[config.mk]
export PLATFORM = sky130hd
export DESIGN_NAME = control_fsm
export DESIGN_NICKNAME = d
export VERILOG_FILES = /design/src/rtl/control_fsm_pkg.sv /design/src/rtl/control_fsm_alu_op_decoder.sv /design/src/rtl/control_fsm.sv
export SDC_FILE = /design/constraint.sdc
export NUM_CORES = 1
export LEC_CHECK = 0
export CORE_UTILIZATION = 31
export CTS_BUF_LIST = sky130_fd_sc_hd__clkbuf_8
export DETAILED_ROUTE_END_ITERATION = 8
export GPL_TIMING_DRIVEN = 0
export PLACE_DENSITY_LB_ADDON = 0.25
export RECOVER_POWER = 100
export SYNTH_ARGS = -nofsm -noshare
export SYNTH_HDL_FRONTEND = slang
export SYNTH_SLANG_ARGS = --single-unit
[constraint.sdc]
create_clock -name clk -period 1.9 [get_ports clk]
set_input_delay 0.57 -clock clk [delete_from_list [all_inputs] [get_ports clk]]
set_output_delay 0.57 -clock clk [all_outputs]
set_load 0.01 [all_outputs]
[src/rtl/control_fsm_pkg.sv]
// Shared encodings for the multi-cycle processor control unit.
// Holds opcodes, ALU operation codes, datapath select codes and FSM states.
// Pure declarations: no latency, no flow control.
package control_fsm_pkg;

   // Instruction opcodes (IR[15:12]); 7..E are undefined.
   localparam logic [3:0] OP_RTYPE = 4'h0;
   localparam logic [3:0] OP_ADDI  = 4'h1;
   localparam logic [3:0] OP_LW    = 4'h2;
   localparam logic [3:0] OP_SW    = 4'h3;
   localparam logic [3:0] OP_BEQ   = 4'h4;
   localparam logic [3:0] OP_BLT   = 4'h5;
   localparam logic [3:0] OP_J     = 4'h6;
   localparam logic [3:0] OP_HALT  = 4'hF;

   // ALU operation codes; R-type funct uses the same encoding.
   localparam logic [2:0] ALU_ADD = 3'd0;
   localparam logic [2:0] ALU_SUB = 3'd1;
   localparam logic [2:0] ALU_AND = 3'd2;
   localparam logic [2:0] ALU_OR  = 3'd3;
   localparam logic [2:0] ALU_XOR = 3'd4;
   localparam logic [2:0] ALU_SLL = 3'd5;
   localparam logic [2:0] ALU_SRL = 3'd6;
   localparam logic [2:0] ALU_SLT = 3'd7;

   // ALU operand A selects.
   localparam logic [1:0] SRCA_PC   = 2'd0;
   localparam logic [1:0] SRCA_TWO  = 2'd1;
   localparam logic [1:0] SRCA_A    = 2'd2;
   localparam logic [1:0] SRCA_ZERO = 2'd3;

   // ALU operand B selects.
   localparam logic [1:0] SRCB_B    = 2'd0;
   localparam logic [1:0] SRCB_TWO  = 2'd1;
   localparam logic [1:0] SRCB_IMM  = 2'd2;
   localparam logic [1:0] SRCB_ZERO = 2'd3;

   // PC source selects.
   localparam logic PCSRC_ALU    = 1'b0;
   localparam logic PCSRC_ALUOUT = 1'b1;

   // Controller states.
   typedef enum logic [3:0] {
      S_IDLE     = 4'd0,
      S_FETCH    = 4'd1,
      S_DECODE   = 4'd2,
      S_EXEC_R   = 4'd3,
      S_EXEC_I   = 4'd4,
      S_WB_ALU   = 4'd5,
      S_MEM_ADDR = 4'd6,
      S_MEM_RD   = 4'd7,
      S_MEM_WB   = 4'd8,
      S_MEM_WR   = 4'd9,
      S_BRANCH   = 4'd10,
      S_JUMP     = 4'd11,
      S_HALT     = 4'd12,
      S_ILLEGAL  = 4'd13
   } state_t;

   // Dispatch target after DECODE for a given opcode.
   function automatic state_t decode_target(input logic [3:0] opcode);
      state_t st;
      case (opcode)
         OP_RTYPE:      st = S_EXEC_R;
         OP_ADDI:       st = S_EXEC_I;
         OP_LW, OP_SW:  st = S_MEM_ADDR;
         OP_BEQ, OP_BLT: st = S_BRANCH;
         OP_J:          st = S_JUMP;
         OP_HALT:       st = S_HALT;
         default:       st = S_ILLEGAL;
      endcase
      return st;
   endfunction

endpackage

[src/rtl/control_fsm_alu_op_decoder.sv]
// ALU operation select derived from controller state, opcode and funct.
// Purely combinational, zero latency.
// No flow control; follows the state register every cycle.
module alu_op_decoder
   import control_fsm_pkg::*;
(
   input  state_t     i_state,
   input  logic [3:0] i_opcode,
   input  logic [2:0] i_funct,
   output logic [2:0] o_alu_op
);

   // Only EXEC_R uses funct and BRANCH compares by subtraction; all else adds.
   always_comb begin
      o_alu_op = ALU_ADD;
      case (i_state)
         S_EXEC_R: o_alu_op = (i_opcode == OP_RTYPE) ? i_funct : ALU_ADD;
         S_BRANCH: o_alu_op = ALU_SUB;
         default:  o_alu_op = ALU_ADD;
      endcase
   end

endmodule

[src/rtl/control_fsm.sv]
// Moore control FSM sequencing fetch/decode/execute/memory/write-back, plus retire counter.
// Outputs decode from state in the same cycle; retire count visible one cycle after Retire.
// Waits in FETCH/MEM_RD/MEM_WR while input_MemReady is low, holding requests stable.
module control_fsm
   import control_fsm_pkg::*;
#(
   parameter int PC_STEP = 2,
   parameter int CNT_W   = 16
) (
   input  logic             clk,
   input  logic             reset,
   input  logic [3:0]       input_Opcode,
   input  logic [2:0]       input_Funct,
   input  logic             input_Zero,
   input  logic             input_Negative,
   input  logic             input_MemReady,
   output logic             output_PCWrite,
   output logic             output_IRWrite,
   output logic             output_IorD,
   output logic             output_MemRead,
   output logic             output_MemWrite,
   output logic             output_RegWrite,
   output logic             output_RegDst,
   output logic             output_MemToReg,
   output logic [1:0]       output_ALUSrcA,
   output logic [1:0]       output_ALUSrcB,
   output logic [2:0]       output_ALUOp,
   output logic             output_PCSrc,
   output logic             output_Retire,
   output logic [CNT_W-1:0] output_InstrCount,
   output logic             output_Halted,
   output logic             output_Illegal
);

   // The datapath's PC increment is hard-wired to select code 1 (constant 2).
   if (PC_STEP != 2) begin : g_pc_step_check
      $error("control_fsm: datapath only supports PC_STEP = 2");
   end

   localparam logic [CNT_W-1:0] CNT_ONE = 1;

   state_t           r_state;
   state_t           w_next;
   logic [CNT_W-1:0] r_count;

   // State register; reset parks in IDLE so every output drops immediately.
   always_ff @(posedge clk or posedge reset) begin
      if (reset) r_state <= S_IDLE;
      else       r_state <= w_next;
   end

   // Next-state sequencing.
   always_comb begin
      w_next = r_state;
      case (r_state)
         S_IDLE:     w_next = S_FETCH;
         S_FETCH:    w_next = input_MemReady ? S_DECODE : S_FETCH;
         S_DECODE:   w_next = decode_target(input_Opcode);
         S_EXEC_R:   w_next = S_WB_ALU;
         S_EXEC_I:   w_next = S_WB_ALU;
         S_WB_ALU:   w_next = S_FETCH;
         S_MEM_ADDR: w_next = (input_Opcode == OP_LW) ? S_MEM_RD : S_MEM_WR;
         S_MEM_RD:   w_next = input_MemReady ? S_MEM_WB : S_MEM_RD;
         S_MEM_WB:   w_next = S_FETCH;
         S_MEM_WR:   w_next = input_MemReady ? S_FETCH : S_MEM_WR;
         S_BRANCH:   w_next = S_FETCH;
         S_JUMP:     w_next = S_FETCH;
         S_HALT:     w_next = S_HALT;
         S_ILLEGAL:  w_next = S_ILLEGAL;
         default:    w_next = S_IDLE;
      endcase
   end

   // Output decode from the state; ready and flags only gate enables.
   always_comb begin
      output_PCWrite  = 1'b0;
      output_IRWrite  = 1'b0;
      output_IorD     = 1'b0;
      output_MemRead  = 1'b0;
      output_MemWrite = 1'b0;
      output_RegWrite = 1'b0;
      output_RegDst   = 1'b0;
      output_MemToReg = 1'b0;
      output_ALUSrcA  = SRCA_PC;
      output_ALUSrcB  = SRCB_B;
      output_PCSrc    = PCSRC_ALU;
      output_Retire   = 1'b0;
      output_Halted   = 1'b0;
      output_Illegal  = 1'b0;
      case (r_state)
         S_FETCH: begin
            output_MemRead = 1'b1;
            output_ALUSrcB = SRCB_TWO;
            output_IRWrite = input_MemReady;
            output_PCWrite = input_MemReady;
         end
         S_DECODE: begin
            output_ALUSrcB = SRCB_IMM;
         end
         S_EXEC_R: begin
            output_ALUSrcA = SRCA_A;
            output_ALUSrcB = SRCB_B;
         end
         S_EXEC_I, S_MEM_ADDR: begin
            output_ALUSrcA = SRCA_A;
            output_ALUSrcB = SRCB_IMM;
         end
         S_WB_ALU: begin
            output_RegWrite = 1'b1;
            output_RegDst   = (input_Opcode == OP_RTYPE);
            output_Retire   = 1'b1;
         end
         S_MEM_RD: begin
            output_MemRead = 1'b1;
            output_IorD    = 1'b1;
         end
         S_MEM_WB: begin
            output_RegWrite = 1'b1;
            output_MemToReg = 1'b1;
            output_Retire   = 1'b1;
         end
         S_MEM_WR: begin
            output_MemWrite = 1'b1;
            output_IorD     = 1'b1;
            output_Retire   = input_MemReady;
         end
         S_BRANCH: begin
            output_ALUSrcA = SRCA_A;
            output_ALUSrcB = SRCB_B;
            output_PCSrc   = PCSRC_ALUOUT;
            output_Retire  = 1'b1;
            output_PCWrite = ((input_Opcode == OP_BEQ) && input_Zero) ||
                             ((input_Opcode == OP_BLT) && input_Negative);
         end
         S_JUMP: begin
            output_ALUSrcA = SRCA_ZERO;
            output_ALUSrcB = SRCB_IMM;
            output_PCWrite = 1'b1;
            output_Retire  = 1'b1;
         end
         S_HALT:    output_Halted  = 1'b1;
         S_ILLEGAL: output_Illegal = 1'b1;
         default: ;
      endcase
   end

   alu_op_decoder u_alu_op_decoder (
      .i_state  (r_state),
      .i_opcode (input_Opcode),
      .i_funct  (input_Funct),
      .o_alu_op (output_ALUOp)
   );

   // Retired-instruction counter; wraps naturally at full width.
   always_ff @(posedge clk or posedge reset) begin
      if (reset)              r_count <= '0;
      else if (output_Retire) r_count <= r_count + CNT_ONE;
   end

   assign output_InstrCount = r_count;

endmodule

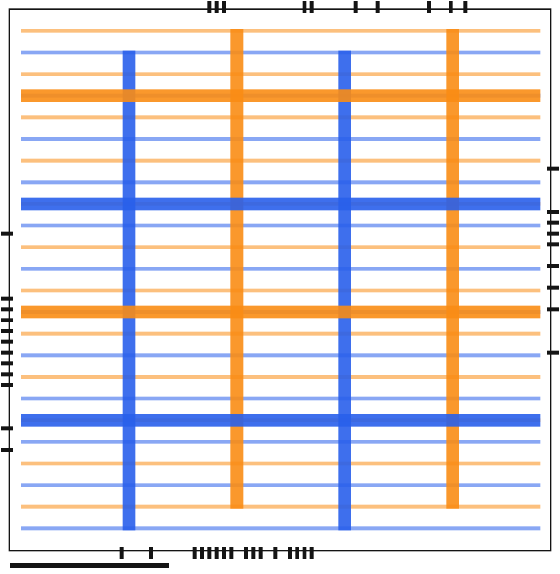
Figure 1: run 1, power grid.
Scale bar: 20 microns. Pins as bars on the die edge.
- VDD: orange
- VSS: blue
- rows: 23
- met4 straps: 4
- met1 rails: 24
- met5 straps: 4

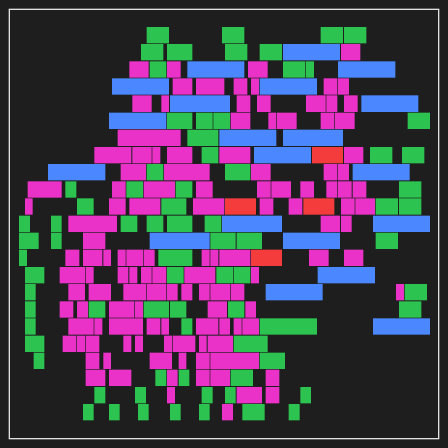
Figure 2: run 1, cell classes on the final placement.
- all other logic: magenta (cells 125; share of their area 45%)
- other buffers and delay cells: green (cells 76; share of their area 29%)
- flip-flops: blue (cells 20; share of their area 23%)
- clock drivers and dummy loads: red (cells 4; share of their area 2.5%)

==> qor.txt, run 1 <==
Design area -> 2220 sq um
Setup CP Type -> reg -> out
Cycle use final -> 114%
R2R Path End -> output_InstrCount[1]
Worst r2r path cells -> 7
Setup crit start kind -> flip-flop
Top FF cell, synth -> dfrtp_1
Num CTS Buffers -> 3
Pins Over Slew Limit -> 0
Final hold slack -> 0.473 ns
Failing checks -> negative setup slack
Outcome -> finished with violations
CTS Sinks -> 20
Fillers -> 375
Post-synth EDFFs -> 0
Routed len/inst -> 14.6 microns
Via Count -> 1453
Placed cell area -> 1880 sq um
Crit path depth -> 4
Final core utilization -> 54.4%
Ant. Diodes -> 0
Vias in the first global route -> 1421
RSZ-0062 raised after global routing -> true
Worst path slowest cell -> or4b_4
Stage-log warning count -> 28
Setup crit end -> output_PCWrite
Core footprint -> 4090 sq um
Grt ovf -> 0
I/O pin cnt -> 47
Setup violators final -> 11
Number of logic gates -> 119
Flip-flops -> 20
CP Launch Point -> r_state[1]
First-pass GRT wire length -> 6.45 mm
Reg clk slew, reported paths -> 0.08 ns
Worst hold path type -> reg -> reg
Buf+Inv Stages, Crit Path -> 1
Fin worst setup slack -> -0.269 ns
Yosys chip area -> 1350 sq um
Critical Path AT -> 1.60 ns
DRC violations left -> 0
Count leader, synth -> dfrtp_1
Gr usage total -> 18.6%
Final weighted congestion in routability-driven placement -> 0.855
Crit-path leading delay family -> simple AND/OR/NAND/NOR gates
Final Hold Fails -> 0
Most frequent cells after synthesis -> dfrtp_1, nand2_1, nor2_1, xnor2_1, and3_1
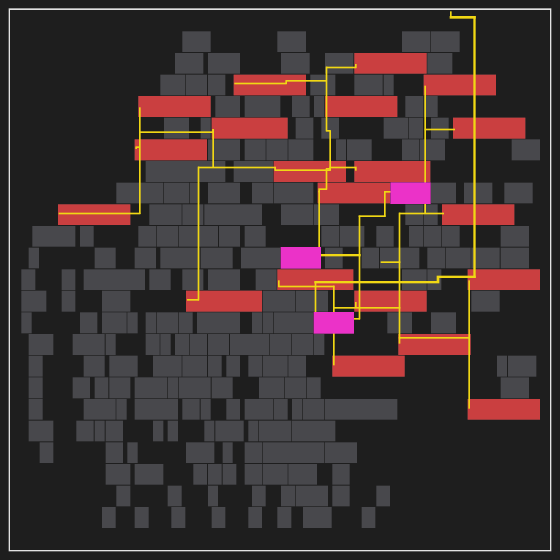
Figure 3: run 1, routed clock nets over the placement.
- cells driving clock nets: magenta (count 3)
- clock wires: yellow (length 308 microns)
- flip-flops: red (count 20)
- routed clock nets: 4

run 1: cell families (layout without fill, tap and decap cells):
logic type	count (synthesis)	after routing	synth area share, %
and+or+nand+nor	78	78	30.9
buffers and inverters	14	86	5.58
muxes	4	4	3.25
AOI/OAI and AO/OA	19	19	11.0
xor gates and xnor gates	16	16	10.4
adders and majority gates	2	2	1.67
DFF	20	20	37.2
run 1: power by group:
part / internal (mW) / switching (mW) / total [mW] / leakage (nW)
clock: 0.184 / 0.146 / 0.330 / 0.0288
combinational: 0.930 / 0.926 / 1.86 / 0.693
sequential: 0.519 / 0.108 / 0.627 / 0.260
total: 1.63 / 1.18 / 2.81 / 0.982
run 1: placed cells by master, fill, tap and decap left out, types with 3 or more instances in the layout:
cell             count
and2_1               3
and3_1               9
buf_2               21
buf_4               17
buf_6                9
clkbuf_8             5
clkdlybuf4s50_1     18
dfrtp_1             16
dfrtp_2              4
dlygate4sd2_1        3
inv_1                4
nand2_1             15
nand2b_4             5
nand3_1              7
nand4_1              8
nor2_1               6
nor2_2               3
nor2_4               6
nor3_2               4
o21ai_1              3
xnor2_1             15
run 1: flip-flops by register name, indices dropped and copies added, names as in the netlist:
| register | flops |
|---|---|
| output_InstrCount | 16 |
| r_state | 4 |
run 1: layer usage:
| layer | routed length, microns | part of all wire [%] | vias to the layer above | track usage [%] |
|---|---|---|---|---|
| met2 | 2040 | 51 | 45 | 32.8 |
| met1 | 1790 | 44 | 716 | 23.0 |
| li1 | - | - | 688 | - |
| met4 | 40 | 0.99 | 0 | 5.21 |
| met5 | 0 | 0 | - | 0 |
| met3 | 152 | 3.8 | 4 | 3.17 |
run 1: repair_timing:
action,4_1_cts,5_1_grt
gates resized,144,25
hold buffers,0,0
pin swaps,11,8
buffers inserted,19,5
endpoints found under the setup margin,27,19
==> inputs of run 2 (changes only) <==
--- a/config.mk
+++ b/config.mk
@@ -6,7 +6,6 @@
 export NUM_CORES = 1
 export LEC_CHECK = 0
 export CORE_UTILIZATION = 31
-export CTS_BUF_LIST = sky130_fd_sc_hd__clkbuf_8
 export DETAILED_ROUTE_END_ITERATION = 8
 export GPL_TIMING_DRIVEN = 0
 export PLACE_DENSITY_LB_ADDON = 0.25
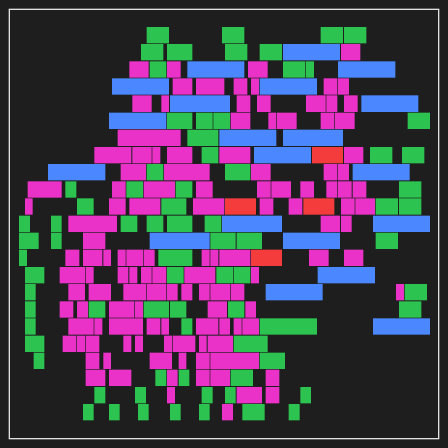
Figure 4: run 2, cell classes on the final placement.
- clock drivers and dummy loads: red (cells 4; share of their area 2.5%)
- all other logic: magenta (cells 125; share of their area 45%)
- other buffers and delay cells: green (cells 76; share of their area 29%)
- flip-flops: blue (cells 20; share of their area 23%)

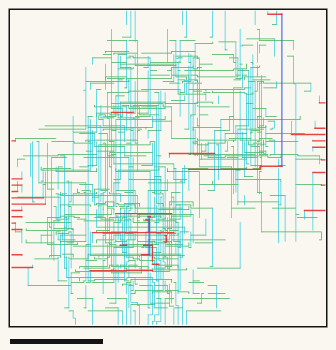
Figure 5: run 2, signal wires by layer.
Scale bar: 20 microns.
- met1: green (wire length 1790 microns)
- met2: cyan (wire length 2040 microns)
- met3: red (wire length 153 microns)
- met4: blue (wire length 40.8 microns)

==> qor.txt, run 2 <==
Buf+Inv Stages, Crit Path -> 1
Failing checks -> negative setup slack
CP Launch Point -> r_state[1]
Setup violators final -> 11
Outcome -> finished with violations
Top FF cell, synth -> dfrtp_1
Final Hold Fails -> 0
Fin worst setup slack -> -0.269 ns
Final weighted congestion in routability-driven placement -> 0.855
Synth Area in Adders -> 1.67%
Pins Over Slew Limit -> 0
Most common logic cells in the final layout -> buf_2, clkdlybuf4s50_1, buf_4
R2R Path End -> output_InstrCount[1]
Crit path depth -> 4
First-pass GRT wire length -> 6.45 mm
Cycle use final -> 114%
Grt ovf -> 0
Post-synth EDFFs -> 0
I/O pin cnt -> 47
Worst hold path type -> reg -> reg
Yosys chip area -> 1350 sq um
Reg clk slew, reported paths -> 0.08 ns
Comb area leader -> simple AND/OR/NAND/NOR gates
Synth Area in Compound Gates -> 11.0%
Top cell excl fill/tap -> buf_2
Number of flip-flops in the largest register -> 16
Num CTS Buffers -> 3
Critical Path AT -> 1.60 ns
Stage-log warning count -> 28
Routed len/inst -> 14.6 microns
Core footprint -> 4090 sq um
Post-synthesis simple-gate area fraction -> 30.9%
Setup CP Type -> reg -> out
Worst r2r path cells -> 7
Setup crit start kind -> flip-flop
Mux area share -> 3.25%
Via Count -> 1453
Ant. Diodes -> 0
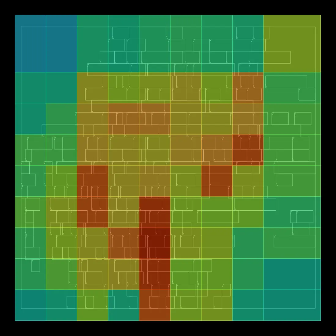
Figure 6: run 2, routing congestion map.
gr usage total: 18.6%
met2 usage: 32.8%

## run 2: timing repair
item,CTS,global route
endpoints found under the setup margin,27,19
gates resized,144,25
setup buffers,19,5
pin swaps,11,8
hold buffers,0,0
## run 2: per-stage QoR
stage | TNS [ns] | area (sq um) | power [mW] | setup slack, ns | util, %
2_1_floorplan | 0 | 1350 | 1.34 | 0.0206 | -
3_3_place_gp | -14.96 | 1880 | 1.88 | -1.11 | 45.9
3_5_place_dp | -14.63 | 1880 | 1.88 | -1.14 | 45.9
4_1_cts | -1.31 | 2130 | 2.60 | -0.258 | 52.1
5_1_grt | -2.59 | 2220 | 2.98 | -0.326 | 54.4
6_report | -1.64 | 2220 | 2.81 | -0.269 | 54.4
## run 2: layout make-up
type / count / area (sq um)
fillers: 375 / 1860
repair buffers: 69 / 537
plain buffers: 7 / 95.1
well taps: 50 / 62.6
clock buffers: 4 / 55.1
flip-flops and latches: 20 / 505
inverters: 6 / 28.8
multi-input cells: 119 / 940
## run 2: worst register-to-register path, cell delays in order, from the launching register on
cell     delay (ns)
dfrtp_1        0.41
buf_6          0.14
buf_6          0.10
nor3b_1        0.38
o22ai_4        0.13
buf_4          0.16
buf_4          0.14
mux2_1         0.31
## run 2: routing by layer
| layer | vias up | global-route usage [%] | share of wire (%) |
|---|---|---|---|
| met3 | 4 | 3.17 | 3.8 |
| li1 | 688 | - | - |
| met5 | - | 0 | 0 |
| met4 | 0 | 5.21 | 0.99 |
| met2 | 45 | 32.8 | 51 |
| met1 | 716 | 23.0 | 44 |
## run 2: power by group
part,total [mW],switching [mW],internal (mW)
logic,1.86,0.926,0.930
registers,0.627,0.108,0.519
clock network,0.330,0.146,0.184
Power and IR drop assume default switching activity.
